==> config.mk <==
export PLATFORM = sky130hd
export DESIGN_NAME = fft_frame_sched
export DESIGN_NICKNAME = d
export VERILOG_FILES = /design/src/rtl/fft_sched_pkg.sv /design/src/rtl/fft_sched_obuf.sv /design/src/rtl/fft_frame_sched.sv
export SDC_FILE = /design/constraint.sdc
export NUM_CORES = 1
export LEC_CHECK = 0
export CAP_MARGIN = 30
export CORE_AREA = 3 3 206 208
export DETAILED_ROUTE_END_ITERATION = 8
export DIE_AREA = 0 0 209 211
export SLEW_MARGIN = 40
export SYNTH_ARGS = -nofsm -noshare
export SYNTH_HDL_FRONTEND = slang
export SYNTH_SLANG_ARGS = --single-unit
export TNS_END_PERCENT = 5
==> constraint.sdc <==
create_clock -name clk -period 11.4 [get_ports clk]
set_clock_uncertainty 0.15 [all_clocks]
set_input_delay 3.42 -clock clk [delete_from_list [all_inputs] [get_ports clk]]
set_output_delay 3.42 -clock clk [all_outputs]
set_load 0.03 [all_outputs]
### Clock wires, drivers and flops, run 1

(2 px per um)
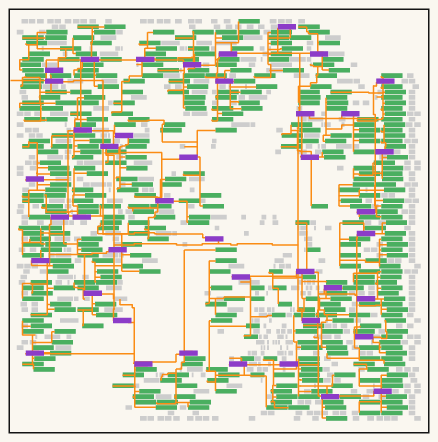
Key: purple = clock drivers [count 42]; green = flip-flops [count 401]; orange = clock wires [length 4,590 um]
There are 43 routed clock nets. Position of the flops: spread over the die.
power in the clock group: 1.31 mW
Insertion Delay late pin: 0.55 ns
portion of total power attributed to the clock network: 42.8%

### I/O nets highlighted, run 1

(2 px per um)
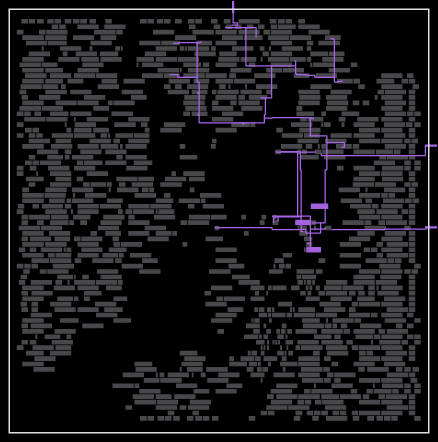
Key: purple = m_idx [bits 3, direction output, edge 2 right, 1 top, end cells 3, buffers 3, wire 724 um]
tally of buffers added on design ports: 299
ports placed on the boundary: 300

### Clock routing, run 1

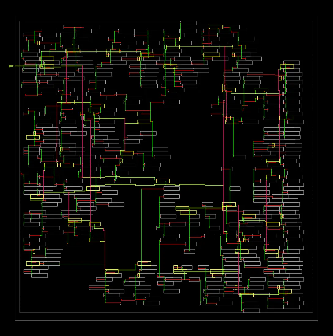
Num CTS Buffers: 42
flip-flops: 401
CLK BUF: 53
number of sinks driven by the clock tree: 401

==> run notes, run 1 <==
Update from the flow run.

The cell with the most instances after synthesis is edfxtp_1. The die span in y is 211 um. The instance count along the most critical hold path is 1.

At the pin with the least slew margin, the transition time is 0.716 ns. The initial antenna violation count was 10. The largest area contributor in the synthesized netlist is edfxtp_1. The worst endpoint data arrival time is 5.42 ns. Data on the critical path is required at its endpoint by 7.83 ns.

The clock tree from TritonCTS is done. The synthesis log from Yosys contains 0 warnings. The synthesized netlist devotes 0.553% of its cell area to XOR and XNOR gates.

The number of hold buffers added after CTS is 0. In this run, power in combinational logic comes to 0.118 mW. Walking the worst path, the cells encountered are clkdlybuf4s50_1, o211ai_1, a21oi_1, clkdlybuf4s50_1. Before any placement, the netlist area is recorded as 0.0142 mm2. The most common cell type on the critical path is clkdlybuf4s50_1. Global route summary, busiest routing layer listed as met2. In the global route stage, overall resource usage came out at 14.7%.

Setup repair after global routing left no endpoint under its margin. For reference, the post-synthesis area per instance comes to 23.4 um2. The dominant kind of combinational cell is multiplexers. Clock tree buffers and inverters occupy 6.90% of the routed design's cell area. The total of endpoints with negative setup slack in the final report is 0. The area growth from synthesis to final layout is 35.4%. The classification of the worst-slack hold path is flop to flop.

The predominant post-synthesis flop cell is edfxtp_1. The instance tally after logic synthesis is 608. Based on the critical path, the design can be clocked at up to 111 MHz. In the floorplan report the effective utilization is 35.0%. The fraction of the mapped netlist area in compound gates is 2.01%.

For reference, the final report shows the max-slew violation count at 0. The family with the most delay on the worst path is buffers and inverters. In the final layout, the multi-input gates occupy 0.00226 mm2.

Counting only logic cells after layout, the most numerous master is edfxtp_1. Setup total negative slack on the finished layout was measured at 0 ns. The post-synthesis simple-gate area fraction is 1.90%. All stages included, the depth of the critical timing path comes to 4.

The power consumed by sequential cells is 1.63 mW. After synthesis, the netlist uses 28 different library cells. The floorplan die area is 0.0441 mm2. In the final design database the tool counted 1,099 nets. The number of logic gates is 180. The final period utilization is 78.9%. Together, buffers and inverters on the worst path number 2. The logic share of the area is 11.7%. The pre-CTS setup slack is 2.39 ns.

Ranked by total cell area, the synthesized netlist is headed by edfxtp_1, mux4_2, dfxtp_1, mux4_1, a22oi_1. The remaining antenna violation count after routing is 0. The final weighted congestion of routability-driven global placement is 0.741. The register bit count reported by yosys is 401. The routed design uses 2960 um of met3 wire. The largest incremental delay on the critical path is 0.79 ns. The number of well taps is 532.

The run finished with clean final reports. Counting plain and timing-repair buffers in the layout gives 316. The number of hold-slack violations in the final timing report is 0. The total instance count after detailed placement is 1,433. The smallest clock period supported by the final layout is computed as 8.99 ns.

Per the layout report, the design carries 3,447 filler cells. Of the total power, combinational logic draws 3.9%. The area of all placed cells without fillers is 0.0193 mm2. The layout report lists the combined flip-flop and latch area as 0.0119 mm2. In this run the biggest area consumer among cell types represents 80.9% of the synthesized area. Switching power as a fraction of the total was reported as 19.7%. The pre-antenna-repair detailed-routing pass consisted of 4 iterations. The maximum root-to-sink buffer count is 3. The worst slack on hold paths is 0.281 ns. The chip width is 209 um. The startpoint kind of the worst setup timing path is an input pin. The post-synthesis cell count from yosys is 608.

The routed length on met2 is 15,800 um. On the reported timing paths, the clock transition at the registers reads 0.06 ns. The worst path meets setup with 2.41 ns of slack. Registers represent a cell area share of 61.6%. For this run, design rule violations remaining after detail routing come to 0.

The worst supply voltage drop on vdd is 0.000113 V. Per the OpenROAD power report, leakage power amounts to 6.19 nW. The power density relative to cell area is 158 mW/mm2.

After detailed routing, no signal wire sits above met5. In this run the number of H-tree levels came out at 2. The diode insertion count for antenna repair is 2. The global-route track usage on met1 is 18.2%. Per the slew report, the remaining headroom to the max-slew limit stands at 52.3%.

The count of warning messages emitted by the tools is 27. The placeable core region is 0.0407 mm2. Detailed-route iteration 0 reported a violation count of 404. The global-route congestion overflow total is 0. The synthesized netlist devotes 0.527% of its cell area to adder and majority cells. Yosys mapped a number of flops with a built-in enable equal to 384. The top cell class by occupied area is registers.
### Placement by cell class, run 1

(2 px per um) Fill, decap, tap and diode cells in grey.
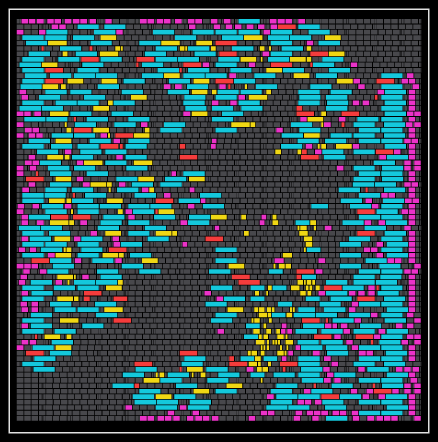

==> inputs of run 2 (changes only) <==
clock period = 8.9 ns   (was 11.4 ns; I/O delays follow)
### Placement by cell class, run 2

(2 px per um) Fill, decap, tap and diode cells in grey.
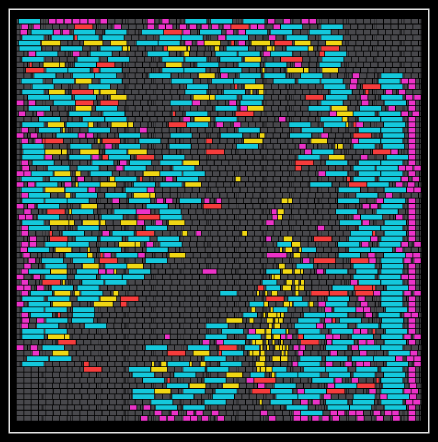
Key: cyan = flops [cells 401, share of their area 63%]; magenta = other buffers and delay cells [cells 318, share of their area 17%]; red = clock drivers and dummy loads [cells 78, share of their area 7.4%]; yellow = combinational and other logic [cells 184, share of their area 12%]
register share of the cell area: 61.2%
final design instance area without fill: 0.0194 mm2
final cell utilization of the core: 47.6%
Core Footprint: 0.0407 mm2
count of standard-cell rows: 74

==> run 2 against run 1 <==
Sequential share of layout area down 0.35 points. Critical endpoint unchanged. Via count down 0.45%. Highest routed layer unchanged. Register-to-register slack worse by 2.6 ns. Setup slack worse by 0.96 ns. Die area unchanged. Combinational power up 28%. Utilization up 0.27 points. Area after synthesis unchanged. Largest cell class unchanged. Flip-flop count unchanged. Sequential power up 28%.
==> run notes, run 2 <==
Update from the flow run.

The flow ran to the end, and the final reports show no timing, DRC or antenna violations. Among the non-sequential cells, multiplexers take the most area. The floorplan die area is 0.0441 mm2 (unchanged). The count of clock buffers in the final design is 46 (-13%). The number of well taps is 532 (unchanged). The predominant post-synthesis flop cell is edfxtp_1. The chip width is 209 um (unchanged). The register area is 0.0119 mm2 (unchanged).

The clock group share of total power is 43.7% (+0.9 points). The clock-pin slew reported for the worst setup and hold paths after clock tree synthesis is 0.06 ns (about the same). The final weighted congestion of routability-driven global placement came to 0.727 (-1.8%).

For reference, the top cells by area after synthesis are edfxtp_1, mux4_2, dfxtp_1, mux4_1, a22oi_1. The flip-flop and latch count is 401 (unchanged). The number of clock sinks seen by CTS is 401 (unchanged).

The remaining antenna violation count after routing is 0 (unchanged). The commonest non-fill, non-tap cell in the layout is edfxtp_1. The register bit count reported by yosys is 401 (unchanged).

The total instance count after detailed placement was 1,435 (+0.14%). The number of buffers and inverters on the critical path is 2 (unchanged). The worst endpoint data arrival time is 4.63 ns (-0.79 ns).

The number of pins exceeding their max-slew limit in the final report was 0 (unchanged). The logic share of the area was 11.7% (-0.067 points). The power consumed by sequential cells came to 2.09 mW (+28%). The total routing resource utilization after global routing was 14.5% (-0.19 points).

The area share of the leading cell type in the synthesized netlist is 80.9% (unchanged). The core utilization at floorplan came to 35.0% (unchanged). The number of hold-slack violations in the final timing report is 0 (unchanged). The switching power share of the total is 19.6% (-0.056 points). The total of buffers placed on input and output ports is 299 (unchanged). The instance tally after logic synthesis was 608 (unchanged). STA classifies the critical path startpoint as an input pin. The total of endpoints with negative setup slack in the final report is 0 (unchanged).

OpenROAD reports that the post-layout worst path occupies 83.7% of the period. The highest signal layer in the routed design is met5. The largest incremental delay on the critical path came to 0.79 ns (about the same). The global-route track usage on met1 came to 18.3% (+0.044 points). The adder-cell share of the synthesized area came to 0.527% (unchanged). The diode insertion count for antenna repair is 0 (-2). The maximum root-to-sink buffer count is 3 (unchanged). The average footprint of a synthesized cell is 23.4 um2 (unchanged). The data required time of the worst path is 6.08 ns (-1.75 ns).

The worst supply voltage drop on vdd was 0.000155 V (+37%). The relative slew slack is 51.4% (-0.81 points). Per the run report, area growth between synthesis and finish was 36.1%.

The clock period could shrink to 7.45 ns. The total area of multi-input combinational cells is 0.00226 mm2 (unchanged). The pre-CTS setup slack is 1.38 ns (-1.01 ns). TritonCTS built the clock tree. The final-layout clock-cell area share is 7.15% (+0.24 points). The largest area contributor in the synthesized netlist is edfxtp_1. The worst-skew pair later-pin latency came to 0.54 ns (about the same). The number of levels the H-tree was split into is 2 (unchanged). The number of inserted filler cells in the final layout is 3,451 (+0.12%).

The number of logic gates is 180 (unchanged). The power consumed by the clock network is 1.74 mW (+33%). The static leakage power is 6.24 nW (+0.89%). Among all cell types in the netlist, the one instantiated most often is edfxtp_1. The top cell class by occupied area is registers.

The non-clock buffer total of the final layout came to 318 (+0.63%). The post-synthesis cell type count is 28 (unchanged). The count of warning messages emitted by the tools is 27 (unchanged). The number of hold buffers added after CTS came to 0 (unchanged). The most utilized layer in the global route result is met2. The met3 wire length is 3280 um (+10%). The smallest setup slack after layout is 1.45 ns (-0.963 ns). The instance count along the most critical hold path is 1 (unchanged).

The XOR/XNOR share of the synthesized area is 0.553% (unchanged). The TritonCTS buffer count was 43 (+2.4%). The netlist area before placement is 0.0142 mm2 (unchanged). The setup total negative slack was 0 ns (unchanged). The total I/O pin count came to 300 (unchanged). The combinational fraction of design power was 3.8% (about the same).
Power and IR drop assume default switching activity.
